[config.mk]
export PLATFORM = sky130hd
export DESIGN_NAME = urv_dm_arbiter
export DESIGN_NICKNAME = d
export VERILOG_FILES = /design/src/rtl/urv_dm_arbiter_pkg.sv /design/src/rtl/urv_dm_arbiter.sv
export SDC_FILE = /design/constraint.sdc
export NUM_CORES = 1
export LEC_CHECK = 0
export CORE_MARGIN = 10
export CORE_UTILIZATION = 35
export DETAILED_ROUTE_END_ITERATION = 10
export PLACE_DENSITY = 0.66
export SYNTH_ARGS = -nofsm -noshare
export SYNTH_HDL_FRONTEND = slang
export SYNTH_SLANG_ARGS = --single-unit
[constraint.sdc]
create_clock -name clk_i -period 6 [get_ports clk_i]
set_input_delay 1.8 -clock clk_i [delete_from_list [all_inputs] [get_ports clk_i]]
set_output_delay 1.8 -clock clk_i [all_outputs]
set_load 0.1 [all_outputs]
[src/rtl/urv_dm_arbiter_pkg.sv]
// Shared types for the data-memory arbiter: FSM state encoding and the
// bus transaction record that is forwarded or latched at grant.
package urv_dm_arbiter_pkg;

  localparam int unsigned ARB_WAIT_W = 8;

  typedef enum logic [1:0] {
    ARB_IDLE   = 2'd0,
    ARB_BUSY_C = 2'd1,
    ARB_BUSY_D = 2'd2
  } arb_state_e;

  typedef struct packed {
    logic [31:0] addr;
    logic [31:0] data;
    logic [3:0]  sel;
    logic        store;
  } mem_txn_t;

  // A request with both load and store high is a store.
  function automatic mem_txn_t make_txn(input logic [31:0] addr, input logic [31:0] data,
                                        input logic [3:0] sel, input logic store);
    mem_txn_t t;
    t.addr  = addr;
    t.data  = data;
    t.sel   = sel;
    t.store = store;
    return t;
  endfunction

endpackage

[src/rtl/urv_dm_arbiter.sv]
// Core/debug arbiter for the single data-memory port with debug starvation guard.
// Optional bus timeout abort is built when URV_DM_ARB_TIMEOUT_EN is defined.
module urv_dm_arbiter
  import urv_dm_arbiter_pkg::*;
#(
  parameter int unsigned G_MAX_WAIT = 8,
  parameter int unsigned G_TIMEOUT  = 255
) (
  input  logic        clk_i,
  input  logic        rst_n_i,
  input  logic [31:0] c_addr_i,
  input  logic [31:0] c_data_s_i,
  input  logic [3:0]  c_select_i,
  input  logic        c_load_i,
  input  logic        c_store_i,
  output logic        c_ready_o,
  input  logic [31:0] d_addr_i,
  input  logic [31:0] d_data_s_i,
  input  logic [3:0]  d_select_i,
  input  logic        d_load_i,
  input  logic        d_store_i,
  output logic        d_ready_o,
  output logic [31:0] d_rdata_o,
  output logic        d_err_o,
  output logic        c_err_o,
  output logic [31:0] m_addr_o,
  output logic [31:0] m_data_s_o,
  output logic [3:0]  m_select_o,
  output logic        m_load_o,
  output logic        m_store_o,
  input  logic [31:0] m_data_l_i,
  input  logic        m_ready_i
);

  localparam logic [ARB_WAIT_W-1:0] MAX_WAIT = ARB_WAIT_W'(G_MAX_WAIT);

  arb_state_e            state_q, state_d;
  logic [ARB_WAIT_W-1:0] wait_q, wait_d;
  mem_txn_t              lat_q, lat_d;
  logic [31:0]           d_rdata_q, d_rdata_d;
  logic                  d_ready_q, d_ready_d;
  logic                  d_err_q, d_err_d;

  logic     c_req_s, d_req_s, c_win_s, d_win_s;
  logic     bus_vld_s, c_ready_s, c_err_s, abort_s;
  mem_txn_t c_txn_s, d_txn_s, bus_txn_s;

`ifdef URV_DM_ARB_TIMEOUT_EN
  localparam logic [7:0] TMO_LAST = 8'(G_TIMEOUT - 1);
  logic [7:0] tmo_q, tmo_d;

  // Count stalled BUSY cycles; abort on the cycle the count reaches G_TIMEOUT.
  always_comb begin
    abort_s = (state_q != ARB_IDLE) && !m_ready_i && (tmo_q == TMO_LAST);
    if (state_q == ARB_IDLE) begin
      tmo_d = 8'd0;
    end else if (!m_ready_i) begin
      tmo_d = tmo_q + 8'd1;
    end else begin
      tmo_d = 8'd0;
    end
  end

  // Timeout counter register.
  always_ff @(posedge clk_i or negedge rst_n_i) begin
    if (!rst_n_i) begin
      tmo_q <= 8'd0;
    end else begin
      tmo_q <= tmo_d;
    end
  end
`else
  assign abort_s = 1'b0;
`endif

  // Arbitration, transaction latch and next-state logic.
  always_comb begin
    c_req_s   = c_load_i | c_store_i;
    d_req_s   = d_load_i | d_store_i;
    c_txn_s   = make_txn(c_addr_i, c_data_s_i, c_select_i, c_store_i);
    d_txn_s   = make_txn(d_addr_i, d_data_s_i, d_select_i, d_store_i);
    state_d   = state_q;
    wait_d    = wait_q;
    lat_d     = lat_q;
    d_rdata_d = d_rdata_q;
    d_ready_d = 1'b0;
    d_err_d   = 1'b0;
    c_ready_s = 1'b0;
    c_err_s   = 1'b0;
    c_win_s   = 1'b0;
    d_win_s   = 1'b0;
    bus_vld_s = 1'b0;
    bus_txn_s = '0;
    case (state_q)
      ARB_IDLE: begin
        d_win_s   = d_req_s & ((wait_q == MAX_WAIT) | ~c_req_s);
        c_win_s   = c_req_s & ~d_win_s;
        bus_vld_s = c_win_s | d_win_s;
        if (d_win_s) begin
          bus_txn_s = d_txn_s;
        end else if (c_win_s) begin
          bus_txn_s = c_txn_s;
        end else begin
          bus_txn_s = '0;
        end
        if (bus_vld_s && m_ready_i) begin
          c_ready_s = c_win_s;
          d_ready_d = d_win_s;
          if (d_win_s && !d_txn_s.store) begin
            d_rdata_d = m_data_l_i;
          end else begin
            d_rdata_d = d_rdata_q;
          end
        end else if (bus_vld_s) begin
          lat_d   = bus_txn_s;
          state_d = d_win_s ? ARB_BUSY_D : ARB_BUSY_C;
        end else begin
          state_d = ARB_IDLE;
        end
        if (!d_req_s || d_win_s) begin
          wait_d = '0;
        end else if (wait_q < MAX_WAIT) begin
          wait_d = wait_q + 8'd1;
        end else begin
          wait_d = wait_q;
        end
      end
      ARB_BUSY_C, ARB_BUSY_D: begin
        // Requester withdrawal is ignored here; the latched copy owns the bus.
        bus_vld_s = 1'b1;
        bus_txn_s = lat_q;
        if (m_ready_i || abort_s) begin
          state_d = ARB_IDLE;
          if (state_q == ARB_BUSY_C) begin
            c_ready_s = 1'b1;
            c_err_s   = abort_s;
          end else begin
            d_ready_d = 1'b1;
            d_err_d   = abort_s;
            if (m_ready_i && !lat_q.store) begin
              d_rdata_d = m_data_l_i;
            end else begin
              d_rdata_d = d_rdata_q;
            end
          end
        end else begin
          state_d = state_q;
        end
        if (!d_req_s) begin
          wait_d = '0;
        end else if ((state_q == ARB_BUSY_C) && (wait_q < MAX_WAIT)) begin
          wait_d = wait_q + 8'd1;
        end else begin
          wait_d = wait_q;
        end
      end
      default: begin
        state_d = ARB_IDLE;
      end
    endcase
  end

  // State, wait counter, latch and debug response registers.
  always_ff @(posedge clk_i or negedge rst_n_i) begin
    if (!rst_n_i) begin
      state_q   <= ARB_IDLE;
      wait_q    <= '0;
      lat_q     <= '0;
      d_rdata_q <= 32'd0;
      d_ready_q <= 1'b0;
      d_err_q   <= 1'b0;
    end else begin
      state_q   <= state_d;
      wait_q    <= wait_d;
      lat_q     <= lat_d;
      d_rdata_q <= d_rdata_d;
      d_ready_q <= d_ready_d;
      d_err_q   <= d_err_d;
    end
  end

  // Combinational outputs are forced quiet while reset is held.
  assign m_addr_o   = rst_n_i ? bus_txn_s.addr : 32'd0;
  assign m_data_s_o = rst_n_i ? bus_txn_s.data : 32'd0;
  assign m_select_o = rst_n_i ? bus_txn_s.sel  : 4'd0;
  assign m_load_o   = rst_n_i & bus_vld_s & ~bus_txn_s.store;
  assign m_store_o  = rst_n_i & bus_vld_s & bus_txn_s.store;
  assign c_ready_o  = rst_n_i & c_ready_s;
  assign c_err_o    = rst_n_i & c_err_s;
  assign d_ready_o  = d_ready_q;
  assign d_err_o    = d_err_q;
  assign d_rdata_o  = d_rdata_q;

endmodule

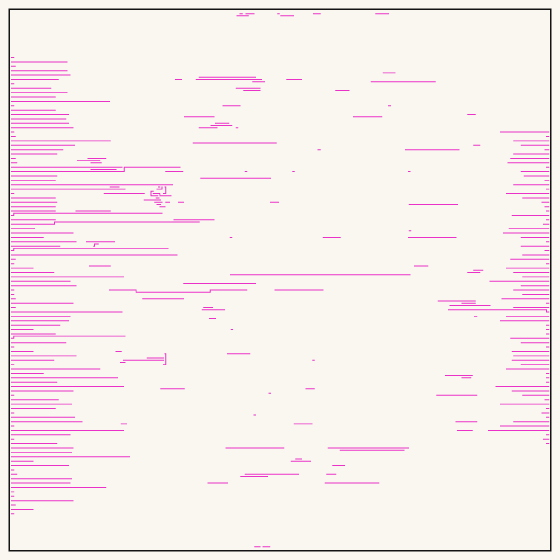
Figure 1: met3 routing.
230 nets have wire on it. The layer carries 3000 µm of wire. The longest straight run is 55.7 µm.

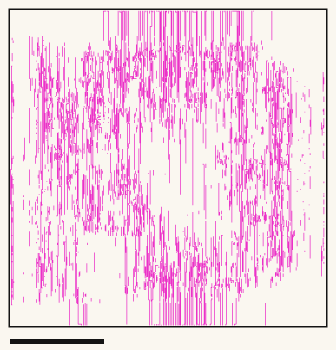
Figure 2: the metal 2 layer.
Scale bar: 50 µm.
The layer holds 45% of the routed length. The layer carries 13400 µm of wire.
routed via count: 8382
met2 usage: 30.6%
routed wire length: 29800 µm

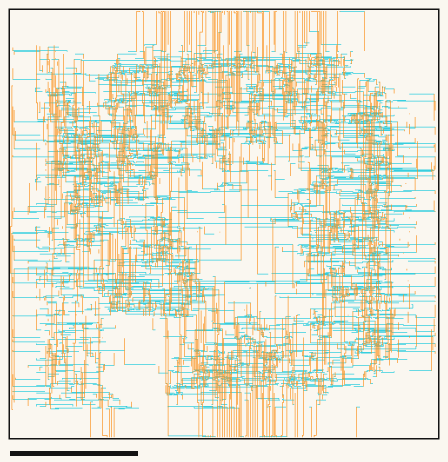
Figure 3: routed metal, one colour a layer.
Scale bar: 50 µm. Two of the layers only.
Cyan marks M1, wire length 12800 µm. Orange marks M2, wire length 13400 µm.

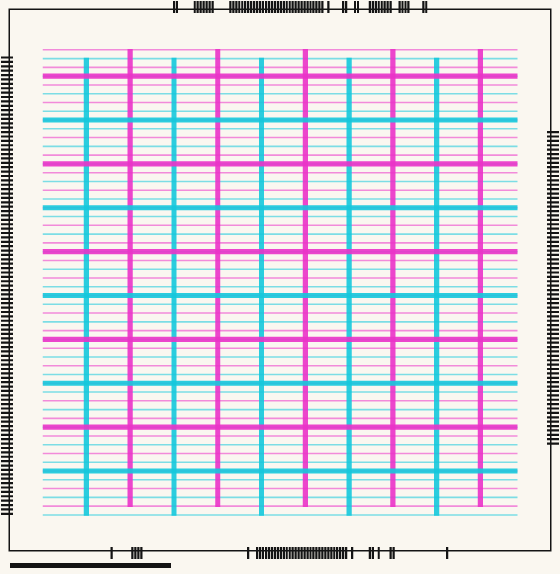
Figure 4: supply network.
Scale bar: 50 µm. Pins as bars on the die edge.
Magenta marks VDD. Cyan marks VSS.
10 straps on met4. 281 signal pins sit on the boundary. 10 straps on met5.
CORE AREA: 21200 µm²
Die Y: 167 µm

## synth_stat cells, types with 2 or more instances
cell type,instances
o21ai_1,2
inv_1,8
and2_1,71
nor2_1,141
ha_1,5
o221ai_1,2
buf_2,18
a21oi_1,70
o211a_1,2
clkbuf_1,88
a32oi_1,3
nand2b_1,3
buf_1,3
nand2_1,4
nand3_1,5
buf_4,5
mux2i_1,3
o2bb2ai_1,2
dfrtp_1,112
o21ai_0,140
nor2b_1,4
mux2_2,3
nor3b_1,2
a31oi_1,138
a311oi_1,68
o32a_1,2
mux2_1,30
## power breakdown
part	leakage, µW	switching (µW)	internal [µW]	total [µW]
clock	0.000158	313	373	686
combinational	0.00294	3370	1580	4950
sequential	0.00130	177	1110	1290
==> results.sh <==
# flow metrics
export IMPL_run_status="complete, no violations"
export IMPL_viasPerCell=5.86
export IMPL_maxCapViolCount=0
export IMPL_comb_cells=717
export IMPL_path_clk_slew_ns=0.08
export IMPL_r2r_cells=6
export IMPL_max_stage_delay_ns=0.45
export IMPL_clock_path_buffers=2
export IMPL_r2r_setup_slack_ns=2.80
export IMPL_finalCritPeriodShare_pct=91.7
export IMPL_ys_sh_mux_pct=5.28
export IMPL_m1WireLength_um=12800
export IMPL_aoi_share_pct=35.4
export IMPL_edf_count=0
export IMPL_antenna_found_initial=2
export IMPL_grt_setup_unrepaired="no"
export IMPL_fp_util_pct=35.8
export IMPL_endpoint="m_addr_o[31]"
export IMPL_endpoint_kind="output pin"
export IMPL_taps=275
export IMPL_flops=112
export IMPL_timing_critical_path_from_type="input port"
export IMPL_ys_types=43
export IMPL_cp_num_cells=7
export IMPL_area_growth_pct=52.6
export IMPL_final_fill_count=1938
export IMPL_critPathSlowestCell="buf_2"
export IMPL_top_cells_by_area="dfrtp_1, a31oi_1, o21ai_0, a311oi_1, nor2_1"
export IMPL_cts_num_sinks=112
export IMPL_met2_length_um=13400
export IMPL_comb_area_um2=4370
export IMPL_postCtsHoldBufs=0
export IMPL_synth_area_leader_cell="dfrtp_1"
export IMPL_synthTopLogicFamily="AND-OR/OR-AND gates"
export IMPL_top_register="lat_q"
export IMPL_netlist_instances=950
export IMPL_buf_share_pct=32.1
export IMPL_finalMaxSlewViolations=0
export IMPL_cts_buffers=9
export IMPL_cts_resized_gates=0
export IMPL_drc=0
export IMPL_rr_startpoint="state_q[1]"
export IMPL_largestClassByArea="multi-input combinational cells"
export IMPL_ff_latch_area_um2=2800
export IMPL_met3_length_um=3000
export IMPL_avgSynthCellArea_um2=8.00
export IMPL_design_area_um2=11600
export IMPL_clkbuf_count=9
export IMPL_antenna_cells=2
export IMPL_ys_seq_share_pct=36.9
export IMPL_comb_share_pct=37.6
export IMPL_drt_initial_drc_count=680
export IMPL_grt_max_degree=95
export IMPL_gr_usage_all_layers_pct=20.2
export IMPL_grt_pass1_vias=8105
export IMPL_final_cell_mix="clkdlybuf4s50_1, nor2_1, o21ai_0"
export IMPL_hold_start="d_rdata_o[17]"
export IMPL_fp_dieW_um=167
export IMPL_criticalPathCategory="input port to output pin"
export IMPL_seq_share_pct=24.2
export IMPL_async_reset_ff_share_pct=100
export IMPL_slew_headroom_pct=27.6
export IMPL_setup_violations=0
export IMPL_clock_root_buffer="clkbuf_16"
export IMPL_power_density_nw_per_um2=597
export IMPL_holdPathEnd="d_rdata_o[17]"
export IMPL_total_power_uw=6930
export IMPL_hold_class="flop to flop"
export IMPL_whs_path_depth=1
export IMPL_netlist_area_um2=7600
export IMPL_place_congestion=0.845
export IMPL_utilization_pct=54.7
export IMPL_finalNonFillerCells=1431
export IMPL_lay_top_count="clkdlybuf4s50_1"
export IMPL_chip_area_um2=28000
export IMPL_leakage_uw=0.00440
export IMPL_ir_worst_vdd_mv=0.689
export IMPL_top_layer_used="met4"
export IMPL_ant_nets=0
export IMPL_worstPathMaxFanout=25
export IMPL_tightest_slew_ns=1.09
export IMPL_worst_path_buf_inv=3
export IMPL_crit_required_ns=4.20
export IMPL_dp_hpwl_um=20100
export IMPL_largest_reg_flops=69
export IMPL_timing_rr_end="d_rdata_o[1]"
export IMPL_finalCriticalPeriod_ns=5.50
export IMPL_grt_use_met3_pct=7.30
export IMPL_ys_sh_simple_pct=15.1
export IMPL_cts_tree="yes"
export IMPL_ys_cells=950
export IMPL_yosysWarnings=0
export IMPL_max_freq_mhz=182
export IMPL_top_usage_layer="met2"
export IMPL_met1_usage_pct=26.3
export IMPL_fin_skew_ns=0.0100
export IMPL_grt_overflow=0
export IMPL_ios=281
export IMPL_top_area_share_pct=36.9
Power figures rest on the tool's default switching activity, not on a simulated workload.
